`config.mk`:
```
export PLATFORM = sky130hd
export DESIGN_NAME = wb_arbiter
export DESIGN_NICKNAME = d
export VERILOG_FILES = /design/src/rtl/wb_arbiter.sv
export SDC_FILE = /design/constraint.sdc
export NUM_CORES = 1
export LEC_CHECK = 0
export CAP_MARGIN = 20
export CORE_AREA = 2 2 107 109
export CTS_CLUSTER_SIZE = 14
export DETAILED_ROUTE_END_ITERATION = 6
export DIE_AREA = 0 0 109 111
export GPL_TIMING_DRIVEN = 0
export PLACE_DENSITY = 0.62
export RECOVER_POWER = 100
export SLEW_MARGIN = 10
export SYNTH_ARGS = -nofsm -noshare
export SYNTH_HDL_FRONTEND = slang
export SYNTH_SLANG_ARGS = --single-unit
```
`constraint.sdc`:
```
create_clock -name iClk -period 2 [get_ports iClk]
set_input_delay 0.3 -clock iClk [delete_from_list [all_inputs] [get_ports iClk]]
set_output_delay 0.3 -clock iClk [all_outputs]
set_load 0.005 [all_outputs]
```
`src/rtl/wb_arbiter.sv`:
```
// Round-robin arbiter sharing one Wishbone slave among NUM_MASTERS masters, with a no-ack watchdog.
// Arbitration latency: 1 cycle. No backpressure: a frame ends only when its owner drops cyc.
module wb_arbiter #(
  parameter int NUM_MASTERS    = 2,
  parameter int ADDR_WIDTH     = 32,
  parameter int DATA_WIDTH     = 32,
  parameter int TIMEOUT_CYCLES = 256
) (
  input  logic                              iClk,
  input  logic                              nRst,
  input  logic [NUM_MASTERS*ADDR_WIDTH-1:0] m_addr,
  input  logic [NUM_MASTERS*DATA_WIDTH-1:0] m_data_write,
  input  logic [NUM_MASTERS-1:0]            m_we,
  input  logic [NUM_MASTERS-1:0]            m_stb,
  input  logic [NUM_MASTERS-1:0]            m_cyc,
  input  logic [2*NUM_MASTERS-1:0]          m_width,
  output logic [NUM_MASTERS-1:0]            m_ack,
  output logic [NUM_MASTERS-1:0]            m_err,
  output logic [DATA_WIDTH-1:0]             m_data_read,
  output logic [ADDR_WIDTH-1:0]             s_addr,
  output logic [DATA_WIDTH-1:0]             s_data_write,
  output logic                              s_we,
  output logic                              s_stb,
  output logic                              s_cyc,
  output logic [1:0]                        s_width,
  input  logic                              s_ack,
  input  logic [DATA_WIDTH-1:0]             s_data_read,
  output logic [NUM_MASTERS-1:0]            grant,
  output logic                              busy
);

  localparam int IDX_W = $clog2(NUM_MASTERS);
  localparam int WD_W  = (TIMEOUT_CYCLES > 1) ? $clog2(TIMEOUT_CYCLES) : 1;
  localparam bit WD_EN = (TIMEOUT_CYCLES != 0);
  localparam logic [WD_W-1:0] WD_MAX = WD_W'((TIMEOUT_CYCLES > 0) ? TIMEOUT_CYCLES - 1 : 0);

  typedef enum logic [1:0] {IDLE, OWN, ABORT} state_t;

  state_t           state;
  logic [IDX_W-1:0] gidx;
  logic [IDX_W-1:0] last;
  logic [WD_W-1:0]  wdog;

  logic             pick_vld;
  logic [IDX_W-1:0] pick_idx;
  logic             owner_cyc;
  int               cand;

  // Scan last+1, last+2, ... so the previous owner is considered last.
  always_comb begin
    pick_vld = 1'b0;
    pick_idx = '0;
    cand     = 0;
    for (int off = 1; off <= NUM_MASTERS; off++) begin
      cand = int'(last) + off;
      if (cand >= NUM_MASTERS) cand = cand - NUM_MASTERS;
      if (!pick_vld && m_cyc[IDX_W'(cand)]) begin
        pick_vld = 1'b1;
        pick_idx = IDX_W'(cand);
      end
    end
  end

  // Owner's request is forwarded only in OWN; ABORT and IDLE present a quiet bus.
  always_comb begin
    s_addr       = '0;
    s_data_write = '0;
    s_we         = 1'b0;
    s_stb        = 1'b0;
    s_cyc        = 1'b0;
    s_width      = 2'b00;
    m_ack        = '0;
    owner_cyc    = 1'b0;
    for (int i = 0; i < NUM_MASTERS; i++) begin
      if (grant[i]) begin
        owner_cyc = m_cyc[i];
        if (state == OWN) begin
          s_addr       = m_addr[i*ADDR_WIDTH +: ADDR_WIDTH];
          s_data_write = m_data_write[i*DATA_WIDTH +: DATA_WIDTH];
          s_we         = m_we[i];
          s_stb        = m_stb[i];
          s_cyc        = m_cyc[i];
          s_width      = m_width[i*2 +: 2];
          m_ack[i]     = s_ack;
        end
      end
    end
  end

  assign m_data_read = s_data_read;
  assign busy        = (state != IDLE);

  always_ff @(posedge iClk or negedge nRst) begin
    if (!nRst) begin
      state <= IDLE;
      grant <= '0;
      gidx  <= '0;
      last  <= IDX_W'(NUM_MASTERS - 1);
      wdog  <= '0;
      m_err <= '0;
    end else begin
      m_err <= '0;
      case (state)
        IDLE: begin
          wdog <= '0;
          if (pick_vld) begin
            grant <= NUM_MASTERS'(1) << pick_idx;
            gidx  <= pick_idx;
            state <= OWN;
          end
        end
        OWN: begin
          if (!owner_cyc) begin
            state <= IDLE;
            grant <= '0;
            last  <= gidx;
            wdog  <= '0;
          end else if (s_stb && !s_ack && WD_EN) begin
            if (wdog == WD_MAX) begin
              state <= ABORT;
              m_err <= grant;
              wdog  <= '0;
            end else begin
              wdog <= wdog + WD_W'(1);
            end
          end else begin
            wdog <= '0;
          end
        end
        ABORT: begin
          if (!owner_cyc) begin
            state <= IDLE;
            grant <= '0;
            last  <= gidx;
          end
        end
        default: state <= IDLE;
      endcase
    end
  end

endmodule

```
Figure 1. Met1 routing (run 1).
The bar under the picture is 20 µm long. Cells faint in the background.
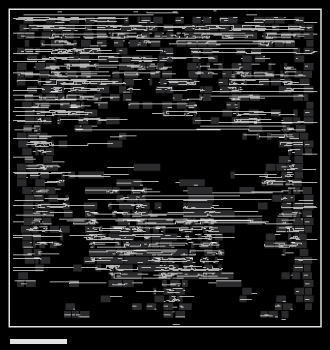
- nets with wire on the layer: 603
- main direction: horizontal
- longest straight run: 64.4 µm
- wire length on this layer: 4740 µm

Figure 2. M2 wires (run 1).
Cells faint in the background.
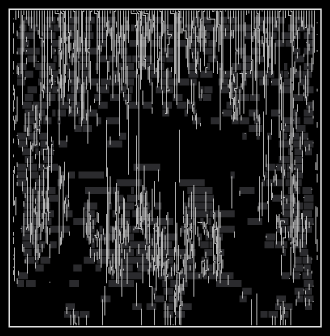
- main direction: vertical
- nets with wire on the layer: 648
- longest straight run: 59.5 µm
met2 Resource Use GR: 30.8%
Vias: 3245
Detailed Route WL: 11600 µm

==> out/results.tsv, run 1 <==
metric	value	unit
drt first pass iters	4	
R2R Setup Slk	0.12	ns
First DRT Iteration DRCs	126	
multi-input combinational area share	27.4	%
number of core rows	39	
vias in the first global route	3261	
Global Route met1 Usage	21.1	%
most frequent logic cell in the layout	clkdlybuf4s50_1	
Post-synth seq share	20.0	%
Clock Path Buffers	2	
Total GRT Usage	17.6	%
fin. max-slew vios	0	
flip-flops	16	
sequential power share	8.9	%
CP top delay family	buffers and inverters	
CP arrival	1.70	ns
global placement routability congestion	0.888	
area of the core	11100	µm²
Synth Area per Inst	6.96	µm²
LEAKAGE	0.00234	µW
WL met1	4740	µm
Synth flops	16	
CP Launch Type	flip-flop	
H-tree Lvls	1	
R2R depth	7	
Area growth, synth to finish	157	%
logic area	1420	µm²
clk_skew	0.00138	ns
Logic pwr share	82.4	%
top cells by count, synth	79 x nor2_1, 66 x a22oi_1, 32 x buf_4, 15 x dfrtp_1, 15 x nand2_1	
Comb group	4160	µW
Biggest register	wdog	
cell with the most instances after synthesis	nor2_1	
clock sink count	16	
Total Nets Final	738	
Pwr Total	5040	µW
crit-path max cell delay	0.41	ns
Total Neg Setup Slack	0	ns
Final min period	2.00	ns
Post-Syn Area	2010	µm²
outcome	finished, final reports clean	
final setup margin	0.00344	ns
# diodes	1	
critical path endpoint	s_data_write[30]	
# Cells Yosys	289	
hold path cells	2	
top power group	combinational logic	
final period utilization	99.8	%
non-filler cells, final	703	
via density per instance	4.62	
layout cell share with drive strength beyond 1	23.1	%
fin util	46.7	%
clk_lat worst skew	0.25	ns
XORs/XNORs by Area	2.18	%
total gr overflow	0	
CP endpoint kind	primary output	
CTS tree	done	
Pwr Density	975	nW/µm²
Biggest Area Class	buffers	
RR Startpoint	state[0]	
FP Core Util	18.2	%
RSZ-0062 raised after global routing	true	
Critical Path RT	1.70	ns
cts repair resizes	147	
DRC errors left	0	
Post-DRT Antenna Nets	0	
Worst slew margin	48.6	%
Net Switching	2120	µW
top sig layer	met4	
number of flops mapped to enable cells by yosys	0	
post-DR wirelength/cell	16.5	µm
height of the die	111	µm
critical hold path startpoint	gidx	
asr flop ratio synth	100	%
Critical Path Fanout Max	10	
GRT busiest layer	met2	
FA/HA/MAJ Cells, Area Fraction	3.11	%
hold slack	0.507	ns
I/O Pins	281	
Root Buffer Master	clkbuf_16	
Chip Area, Yosys	2010	µm²
crit path from	grant[0]	
synth warn	0	
filler cell count	1089	
Finish-stage setup viols	0	
simple-gate area share of the yosys netlist	23.1	%
first-pass GRT wire length	16600	µm
Seq area share	7.83	%
Net Sw Frac	42.0	%
placed cell areas	4670	µm²
setup bufs post-CTS	13	
number of non-clock inverters in the layout	7	
dominant kind of combinational cell	AND-OR/OR-AND gates	
largest net degree at the start of global routing	17	
I/O Buffers	248	
sequential cell area	405	µm²
CP cell instances	nor2b_4 -> buf_8 -> buf_4 -> buf_8 -> a22oi_1 -> nor2_1 -> dlygate4sd2_1	
Power Clock	438	µW
cts bufs inserted	3	
Signal buf overhead	59.1	%
r2r endpoint	state[0]	
Internal Pwr Total	2920	µW
ys flop type	dfrtp_1	
Tap Count	143	
Floorplan Nets	467	
ao+oa area frac	33.0	%
max reg flops	8	
number of antenna violations at the first check in global routing	1	
Log Warnings	31	
clock share of power	8.7	%
pre-CTS WS	-0.733	ns
worst vdd ir	0.000386	V
area leader, netlist	a22oi_1	
CP bufs+invs	4	
design area	5170	µm²
slowest CP cell	dfrtp_2	
post-detail-place hpwl	9130	µm
Final Hold Viols	0	
hold_buf cts	0	
Critical Path Most Common Cell	buf_8	
clk tree area frac	1.72	%
metal3 WL	920	µm
Die ar.	12100	µm²
Figure 3. Signal wires on met3 (run 1).
The bar under the picture is 20 µm long. Cells faint in the background.
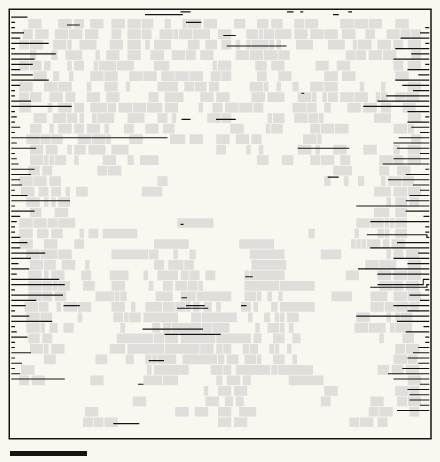
- wire length on this layer: 920 µm
- share of all routed wire: 7.9%
- nets with wire on the layer: 160
met3 usage: 4.00%

==> run 2, diff against run 1 <==
- MAX_ROUTING_LAYER: not set -> met4
Figure 4. Placed standard cells (run 2).
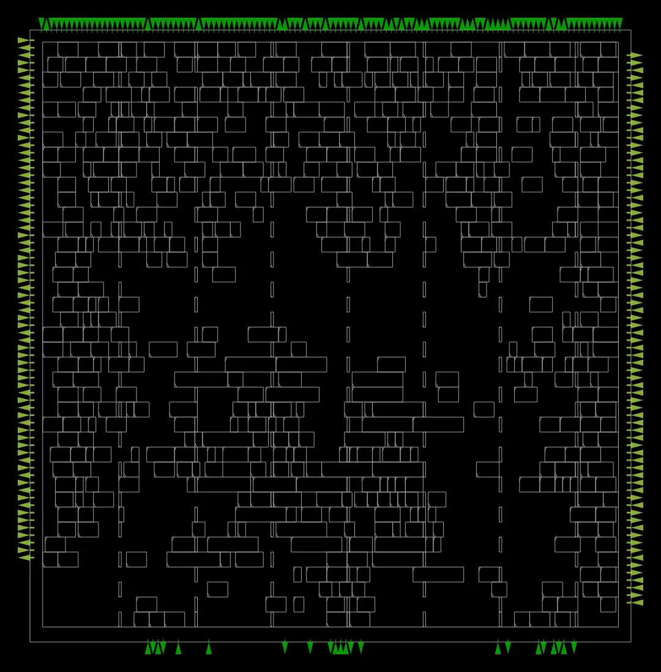
non-filler cells, final: 709
flip-flops: 16

==> run 2 against run 1 <==
Global-route usage increased by 1.1 points. The flow now finishes with violations (negative setup slack). Clock power about the same. Synthesized cell count unchanged. Critical path depth unchanged. Largest power group unchanged. Die area unchanged.
==> out/results.tsv, run 2 <==
metric	value	unit
Total GRT Usage	18.6	%
area of the core	11100	µm²
first-pass GRT wire length	17100	µm
outcome	finished with violations	
met2 Resource Use GR	31.1	%
area leader, netlist	a22oi_1	
Synth Area per Inst	6.96	µm²
multi-input combinational area share	26.1	%
number of flops mapped to enable cells by yosys	0	
Comb group	4090	µW
hold path cells	2	
filler cell count	1075	
worst vdd ir	0.000392	V
top cells by count, synth	79 x nor2_1, 66 x a22oi_1, 32 x buf_4, 15 x dfrtp_1, 15 x nand2_1	
Finish-stage setup viols	1	
Biggest Area Class	buffers	
R2R depth	7	
cts repair resizes	121	
design area	5160	µm²
DRC errors left	0	
Pwr Total	4960	µW
I/O Buffers	248	
Post-Syn Area	2010	µm²
H-tree Lvls	1	
Floorplan Nets	467	
Log Warnings	31	
Area growth, synth to finish	156	%
Signal buf overhead	60.3	%
CP bufs+invs	4	
clk_skew	0.00107	ns
Inst Count DP	680	
CP endpoint kind	primary output	
RSZ-0062 raised after global routing	true	
cts bufs inserted	3	
Pwr Density	962	nW/µm²
Final Hold Viols	0	
placed cell areas	4670	µm²
total gr overflow	0	
hold_buf cts	0	
post-detail-place hpwl	9010	µm
CP arrival	1.70	ns
Critical Path RT	1.70	ns
clk_lat worst skew	0.25	ns
Chip Area, Yosys	2010	µm²
setup bufs post-CTS	16	
global placement routability congestion	0.907	
XORs/XNORs by Area	2.18	%
RR Startpoint	state[0]	
clock share of power	8.8	%
max-cap violations	0	
synth warn	0	
post-DR wirelength/cell	16.3	µm
I/O Pins	281	
crit-path max cell delay	0.41	ns
r2r endpoint	state[1]	
Post-DRT Antenna Nets	0	
largest net degree at the start of global routing	17	
LEAKAGE	0.00256	µW
Critical Path Fanout Max	6	
height of the die	111	µm
Synth flops	16	
ys flop type	dfrtp_1	
clk tree area frac	1.72	%
hold slack	0.492	ns
Tap Count	143	
layout cell share with drive strength beyond 1	21.2	%
critical hold path startpoint	gidx	
Vias	3220	
dominant kind of combinational cell	AND-OR/OR-AND gates	
logic area	1350	µm²
met3 usage	3.47	%
Detailed Route WL	11600	µm
critical path endpoint	s_data_write[16]	
violated checks	negative setup slack	
simple-gate area share of the yosys netlist	23.1	%
Net Sw Frac	41.9	%
Power Clock	435	µW
Clock Path Buffers	2	
# diodes	1	
Biggest register	wdog	
GRT busiest layer	met2	
R2R Setup Slk	0.02	ns
Total Nets Final	744	
clock sink count	16	
cell with the most instances after synthesis	nor2_1	
ao+oa area frac	33.0	%
top sig layer	met4	
Net Switching	2080	µW
slowest CP cell	dfrtp_2	
drt first pass iters	4	
fin. max-slew vios	0	
Root Buffer Master	clkbuf_16	
final setup margin	-0.00144	ns
Total Neg Setup Slack	-0.00144	ns
sequential cell area	405	µm²
number of antenna violations at the first check in global routing	1	
top power group	combinational logic	
Global Route met1 Usage	22.4	%
FA/HA/MAJ Cells, Area Fraction	3.11	%
# Cells Yosys	289	
number of core rows	39	
CP cell instances	nor2b_4 -> buf_8 -> buf_4 -> buf_4 -> a22oi_1 -> nor2_1 -> dlygate4sd2_1	
CTS tree	done	
fin util	46.6	%
First DRT Iteration DRCs	201	
WL met1	4650	µm
max reg flops	8	
Die ar.	12100	µm²
crit path from	grant[0]	
CP Launch Type	flip-flop	
Logic pwr share	82.3	%
CP top delay family	buffers and inverters	
metal3 WL	1040	µm
most frequent logic cell in the layout	clkdlybuf4s50_1	
Figure 5. Met1 routing (run 2).
The bar under the picture is 20 µm long. Cells faint in the background.
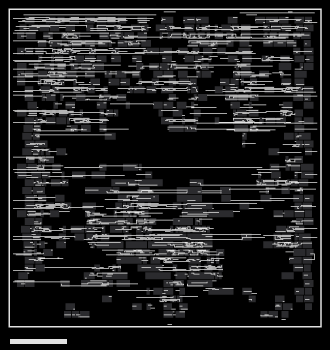
- longest straight run: 46.5 µm
- share of all routed wire: 40%

Power is estimated from default activity; no workload was simulated.
